**src/rtl/rtmc_stepper_pkg.sv**
```systemverilog
// Shared types and defaults for the rtmc_stepper multi-channel sequencer.
// Optional feature macro: RTMC_STEP_PULSE_EN.
package rtmc_stepper_pkg;

    localparam int NUM_CH_DEF      = 2;
    localparam int POS_W_DEF       = 32;
    localparam int DELAY_W_DEF     = 32;
    localparam int TABLE_DEPTH_DEF = 16;
    localparam int MC_W_DEF        = 8;
    localparam int PHASE_W         = $clog2(TABLE_DEPTH_DEF);

    typedef logic [PHASE_W-1:0] phase_t;

    typedef enum logic [1:0] {
        S_IDLE  = 2'd0,
        S_DELAY = 2'd1,
        S_STEP  = 2'd2
    } step_state_t;

endpackage

```
**src/rtl/rtmc_step_channel.sv**
```systemverilog
// One stepper channel: delay/step FSM, step counter, position and limits.
// RTMC_STEP_PULSE_EN adds registered step pulse and latched direction outputs.
module rtmc_step_channel
    import rtmc_stepper_pkg::*;
#(
    parameter int POS_W   = POS_W_DEF,
    parameter int DELAY_W = DELAY_W_DEF,
    parameter int PH_W    = PHASE_W
) (
    input  logic               clk,
    input  logic               rst,
    input  logic               start_i,
    input  logic               stop_i,
    input  logic               dir_i,
    input  logic               pos_clr_i,
    input  logic [POS_W-1:0]   step_count_i,
    input  logic [DELAY_W-1:0] step_delay_i,
    input  logic [POS_W-1:0]   limit_pos_i,
    input  logic [POS_W-1:0]   limit_neg_i,
    output logic [PH_W-1:0]    phase_o,
    output logic               busy_o,
    output logic               done_o,
    output logic               limit_hit_o,
    output logic [POS_W-1:0]   position_o
`ifdef RTMC_STEP_PULSE_EN
    ,
    output logic               step_pulse_o,
    output logic               dir_out_o
`endif
);

    step_state_t        state_q, state_d;
    logic [DELAY_W-1:0] cnt_q, cnt_d, dly_q, dly_d;
    logic [POS_W-1:0]   rem_q, rem_d, pos_q, pos_d;
    logic [PH_W-1:0]    phase_q, phase_d;
    logic               dir_q, dir_d, hit_q, hit_d, done_q, done_d;
    logic               legal;

    assign legal = dir_q ? ($signed(pos_q) < $signed(limit_pos_i))
                         : ($signed(pos_q) > $signed(limit_neg_i));

    always_ff @(posedge clk) begin
        if (rst) begin
            state_q <= S_IDLE;
            cnt_q   <= '0;
            dly_q   <= '0;
            rem_q   <= '0;
            pos_q   <= '0;
            phase_q <= '0;
            dir_q   <= 1'b0;
            hit_q   <= 1'b0;
            done_q  <= 1'b0;
        end else begin
            state_q <= state_d;
            cnt_q   <= cnt_d;
            dly_q   <= dly_d;
            rem_q   <= rem_d;
            pos_q   <= pos_d;
            phase_q <= phase_d;
            dir_q   <= dir_d;
            hit_q   <= hit_d;
            done_q  <= done_d;
        end
    end

    always_comb begin
        state_d = state_q;
        cnt_d   = cnt_q;
        dly_d   = dly_q;
        rem_d   = rem_q;
        pos_d   = pos_q;
        phase_d = phase_q;
        dir_d   = dir_q;
        hit_d   = hit_q;
        done_d  = 1'b0;
        unique case (state_q)
            S_IDLE: begin
                if (pos_clr_i) pos_d = '0;
                if (start_i && !stop_i) begin
                    if (step_count_i == '0) begin
                        done_d = 1'b1;
                    end else begin
                        rem_d   = step_count_i;
                        dly_d   = step_delay_i;
                        cnt_d   = step_delay_i;
                        dir_d   = dir_i;
                        hit_d   = 1'b0;
                        state_d = S_DELAY;
                    end
                end
            end
            S_DELAY: begin
                if (stop_i) begin
                    state_d = S_IDLE;
                    done_d  = 1'b1;
                end else if (cnt_q == '0) begin
                    state_d = S_STEP;
                end else begin
                    cnt_d = cnt_q - 1'b1;
                end
            end
            S_STEP: begin
                if (stop_i) begin
                    state_d = S_IDLE;
                    done_d  = 1'b1;
                end else if (!legal) begin
                    hit_d   = 1'b1;
                    done_d  = 1'b1;
                    state_d = S_IDLE;
                end else begin
                    // phase wraps naturally: table depth is a power of two
                    phase_d = dir_q ? phase_q + 1'b1 : phase_q - 1'b1;
                    pos_d   = dir_q ? pos_q + 1'b1 : pos_q - 1'b1;
                    rem_d   = rem_q - 1'b1;
                    if (rem_q == POS_W'(1)) begin
                        done_d  = 1'b1;
                        state_d = S_IDLE;
                    end else begin
                        cnt_d   = dly_q;
                        state_d = S_DELAY;
                    end
                end
            end
            default: state_d = S_IDLE;
        endcase
    end

    assign phase_o     = phase_q;
    assign busy_o      = (state_q != S_IDLE);
    assign done_o      = done_q;
    assign limit_hit_o = hit_q;
    assign position_o  = pos_q;

`ifdef RTMC_STEP_PULSE_EN
    logic pulse_q;

    always_ff @(posedge clk) begin
        if (rst) pulse_q <= 1'b0;
        else     pulse_q <= (state_q == S_STEP) && !stop_i && legal;
    end

    assign step_pulse_o = pulse_q;
    assign dir_out_o    = dir_q;
`endif

endmodule

```
**src/rtl/rtmc_stepper.sv**
```systemverilog
// Multi-channel stepper: shared motor-state table plus registered coil outputs.
// RTMC_STEP_PULSE_EN exposes step_pulse/dir_out for external step/dir drivers.
module rtmc_stepper
    import rtmc_stepper_pkg::*;
#(
    parameter int NUM_CH      = NUM_CH_DEF,
    parameter int POS_W       = POS_W_DEF,
    parameter int DELAY_W     = DELAY_W_DEF,
    parameter int TABLE_DEPTH = TABLE_DEPTH_DEF,
    parameter int MC_W        = MC_W_DEF
) (
    input  logic                           clk,
    input  logic                           rst,
    input  logic [NUM_CH-1:0]              start,
    input  logic [NUM_CH-1:0]              stop,
    input  logic [NUM_CH-1:0]              dir,
    input  logic [NUM_CH-1:0]              oe,
    input  logic [NUM_CH-1:0]              pos_clr,
    input  logic [NUM_CH*POS_W-1:0]        step_count,
    input  logic [NUM_CH*DELAY_W-1:0]      step_delay,
    input  logic [NUM_CH*POS_W-1:0]        limit_pos,
    input  logic [NUM_CH*POS_W-1:0]        limit_neg,
    input  logic                           tbl_we,
    input  logic [$clog2(TABLE_DEPTH)-1:0] tbl_addr,
    input  logic [MC_W-1:0]                tbl_wdata,
    output logic [NUM_CH*MC_W-1:0]         mc_out,
    output logic [NUM_CH-1:0]              busy,
    output logic [NUM_CH-1:0]              done,
    output logic [NUM_CH-1:0]              limit_hit,
    output logic [NUM_CH*POS_W-1:0]        position
`ifdef RTMC_STEP_PULSE_EN
    ,
    output logic [NUM_CH-1:0]              step_pulse,
    output logic [NUM_CH-1:0]              dir_out
`endif
);

    localparam int AW = $clog2(TABLE_DEPTH);

    logic [MC_W-1:0]        tbl_q [TABLE_DEPTH];
    logic [AW-1:0]          phase [NUM_CH];
    logic [NUM_CH*MC_W-1:0] mc_q, mc_d;

    always_ff @(posedge clk) begin
        if (rst) begin
            for (int i = 0; i < TABLE_DEPTH; i++) tbl_q[i] <= '0;
            mc_q <= '0;
        end else begin
            if (tbl_we) tbl_q[tbl_addr] <= tbl_wdata;
            mc_q <= mc_d;
        end
    end

    // lookup uses the pre-write table, so a same-cycle write shows a cycle later
    always_comb begin
        mc_d = '0;
        for (int c = 0; c < NUM_CH; c++) begin
            mc_d[c*MC_W +: MC_W] = oe[c] ? tbl_q[phase[c]] : '0;
        end
    end

    assign mc_out = mc_q;

    for (genvar c = 0; c < NUM_CH; c++) begin : g_ch
        rtmc_step_channel #(
            .POS_W   (POS_W),
            .DELAY_W (DELAY_W),
            .PH_W    (AW)
        ) u_ch (
            .clk          (clk),
            .rst          (rst),
            .start_i      (start[c]),
            .stop_i       (stop[c]),
            .dir_i        (dir[c]),
            .pos_clr_i    (pos_clr[c]),
            .step_count_i (step_count[c*POS_W +: POS_W]),
            .step_delay_i (step_delay[c*DELAY_W +: DELAY_W]),
            .limit_pos_i  (limit_pos[c*POS_W +: POS_W]),
            .limit_neg_i  (limit_neg[c*POS_W +: POS_W]),
            .phase_o      (phase[c]),
            .busy_o       (busy[c]),
            .done_o       (done[c]),
            .limit_hit_o  (limit_hit[c]),
            .position_o   (position[c*POS_W +: POS_W])
`ifdef RTMC_STEP_PULSE_EN
            ,
            .step_pulse_o (step_pulse[c]),
            .dir_out_o    (dir_out[c])
`endif
        );
    end

endmodule

```
**config.mk**
```make
export PLATFORM = sky130hd
export DESIGN_NAME = rtmc_stepper
export DESIGN_NICKNAME = d
export VERILOG_FILES = /design/src/rtl/rtmc_stepper_pkg.sv /design/src/rtl/rtmc_step_channel.sv /design/src/rtl/rtmc_stepper.sv
export SDC_FILE = /design/constraint.sdc
export NUM_CORES = 1
export LEC_CHECK = 0
export CAP_MARGIN = 20
export CELL_PAD_IN_SITES_DETAIL_PLACEMENT = 0
export CELL_PAD_IN_SITES_GLOBAL_PLACEMENT = 2
export CORE_MARGIN = 3
export CORE_UTILIZATION = 34
export DETAILED_ROUTE_END_ITERATION = 6
export PLACE_DENSITY_LB_ADDON = 0.1
export SYNTH_ARGS = -nofsm -noshare
export SYNTH_HDL_FRONTEND = slang
export SYNTH_SLANG_ARGS = --single-unit
```
**constraint.sdc**
```tcl
create_clock -name clk -period 4.65 [get_ports clk]
set_clock_uncertainty 0.2 [all_clocks]
set_input_delay 0.6975 -clock clk [delete_from_list [all_inputs] [get_ports clk]]
set_output_delay 0.6975 -clock clk [all_outputs]
set_load 0.05 [all_outputs]
```
Fig. 1: clock network drawn from the DEF
The bar under the picture is 100 um long.
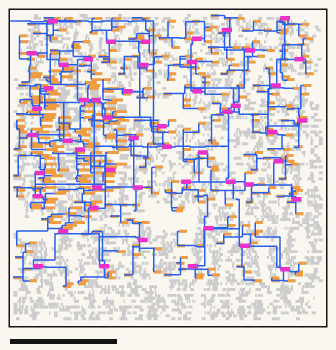
[magenta] clock-net drivers | count: 51
[orange] flip-flops | count: 418
[blue] clock wires | length: 7,090 um
flops lie: all over the die

Fig. 2: sizing map
The bar under the picture is 100 um long.
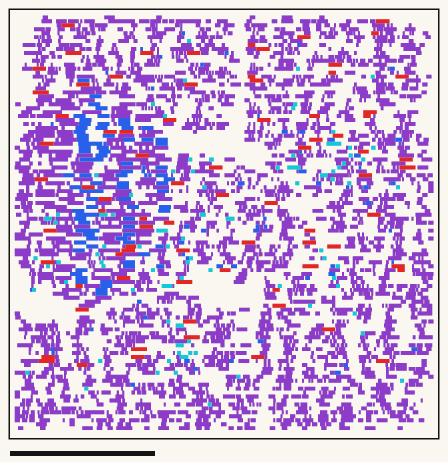
| color | size | cells | share |
|---|---|---|---|
| blue | x2 | 144 | 3.9% |
| red | x6 and larger | 78 | 2.1% |
| cyan | x3 and x4 | 90 | 2.5% |
| purple | x1 and smaller | 3,349 | 91% |
slack of the critical path: 0.4610 ns
layout-stage area growth over the synthesis result: 24.28%
final std cell area, no fill: 35,230 sq um
Buffers, non-clock: 451

Fig. 3: a small window of the routed layout
Region (206, 59) to (236, 89) um. Cells in gray, sequential cells in the stronger gray; small squares are vias.
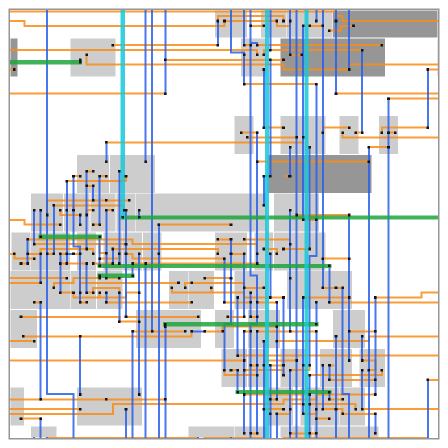
| color | layer |
|---|---|
| cyan | M4 |
| orange | M1 |
| blue | M2 |
| green | M3 |
netlist names of flops here include: g_ch.u_ch.position_o (3)
most frequent: nand2_1 (6), a21oi_1 (6), o21ai_0 (5)
sequential cells in the window: 3
cells with their middle in the window: 50

==> Changelog: implementation <==
### Metrics

* Antenna diode count at 8
* Comb gates at 2,508
* Static Leak at 13.66 nW
* Fraction of synthesized cell area taken by the top area cell type at 20.48%
* Wire length of the first global-routing pass at 153,800 um
* Inverters at 190
* Master of the slowest instance on the critical path: inv_1
* Flip-flops with a built-in enable at 128
* Dominant non-sequential cell family after synthesis: simple AND/OR/NAND/NOR gates
* Largest net degree at the start of global routing at 154
* Yosys warning count at 0
* Max layer used: met5
* Type of destination of the critical path: flip-flop
* Met2 wirelength from detailed routing at 47,370 um
* Run status: finished clean
* Buffer depth of the longest clock path at 3
* Cell mode on critical path: a21oi_1
* Row count at 105
* Gate power share at 39.6%
* Number of nets at floorplan at 3,788
* RSZ-0062 raised after global routing: false
* Cell depth of the worst flop-to-flop path at 11
* Power, Total at 14.99 mW
* Die Ht at 294.7 um
* Number of standard cells after synthesis at 3,299
* Tool warning count at 37
* Grt total ovfl at 0
* Leading cell types by total area after synthesis: dfxtp_1 20%, edfxtp_1 14%, ha_1 9.0%
* Global routing usage on met2 at 37.78%
* Count of final hold-check violations at 0
* Fill cell instance count of the final layout at 8,165
* Pwr per Cell Area at 425.5 nW/um^2
* Number of resized instances in the post-cts repair step at 0
* MUX share of area at 8.069%
* Kind of path behind the tightest hold check: flip-flop to flip-flop
* Total number of sequential cells at 418
* Most Used Layer, Global Route: met2
* Num Clock Sinks at 418
* Per-instance average area after synthesis at 8.593 sq um
* Core Area at 82,370 sq um
* Critical R2R Capture: g_ch[0].u_ch.position_o[31]
* Routed wire length at 99,900 um
* Power drawn by the combinational cells at 5.93 mW
* Cell family with the largest share of critical-path delay: AND-OR/OR-AND gates
* Area share of and-or/or-and cells after synthesis at 19.20%
* Final clock-cell share at 5.132%
* WL met3 at 6043 um
Fig. 4: the clock network
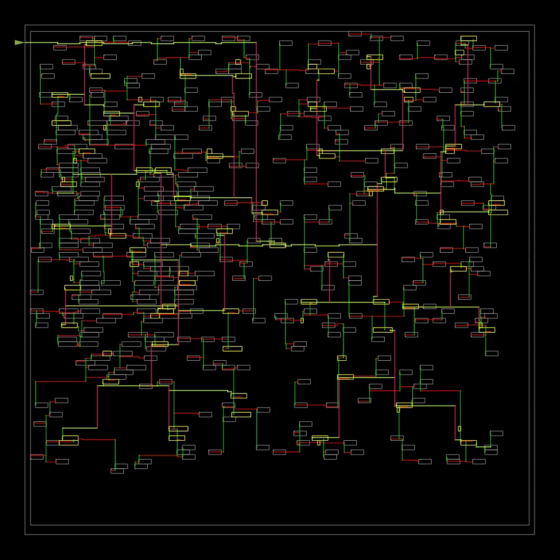
Inserted Clock Buffers: 51
# clk buffers: 66

Fig. 5: where the registers sit
The bar under the picture is 100 um long.
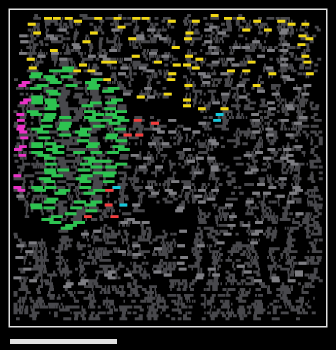
| color | netlist name | sequential cells |
|---|---|---|
| yellow | g_ch.u_ch.dly_q | 64 |
| green | tbl_q | 128 |
| magenta | mc_out | 16 |
| cyan | g_ch.u_ch.state_q | 4 |
| red | g_ch.u_ch.phase_o | 8 |
register fraction of the total cell area: 27.40%
utilization after layout: 42.77%
flip-flop and latch area: 9652 sq um
sequential group power: 4.72 mW

-- per-stage QoR --
step,instances,util [%],cell area (sq um),hold slack [ns]
2_1_floorplan,3299,-,28350,0.2330
3_3_place_gp,4637,40.55,33400,0.2423
3_5_place_dp,4637,40.55,33400,0.2473
4_1_cts,4731,42.75,35210,0.2571
5_1_grt,4732,42.75,35210,0.2700
6_report,4739,42.77,35230,0.2545
-- registers in the layout (all words and copies together) (netlist names) --
signal	count
g_ch.u_ch.phase_o	8
g_ch.u_ch.cnt_q	64
g_ch.u_ch.position_o	64
tbl_q	128
g_ch.u_ch.limit_hit_o	2
g_ch.u_ch.state_q	4
g_ch.u_ch.dir_q	2
g_ch.u_ch.rem_q	64
g_ch.u_ch.done_o	2
g_ch.u_ch.dly_q	64
mc_out	16
Power is estimated from default activity; no workload was simulated.
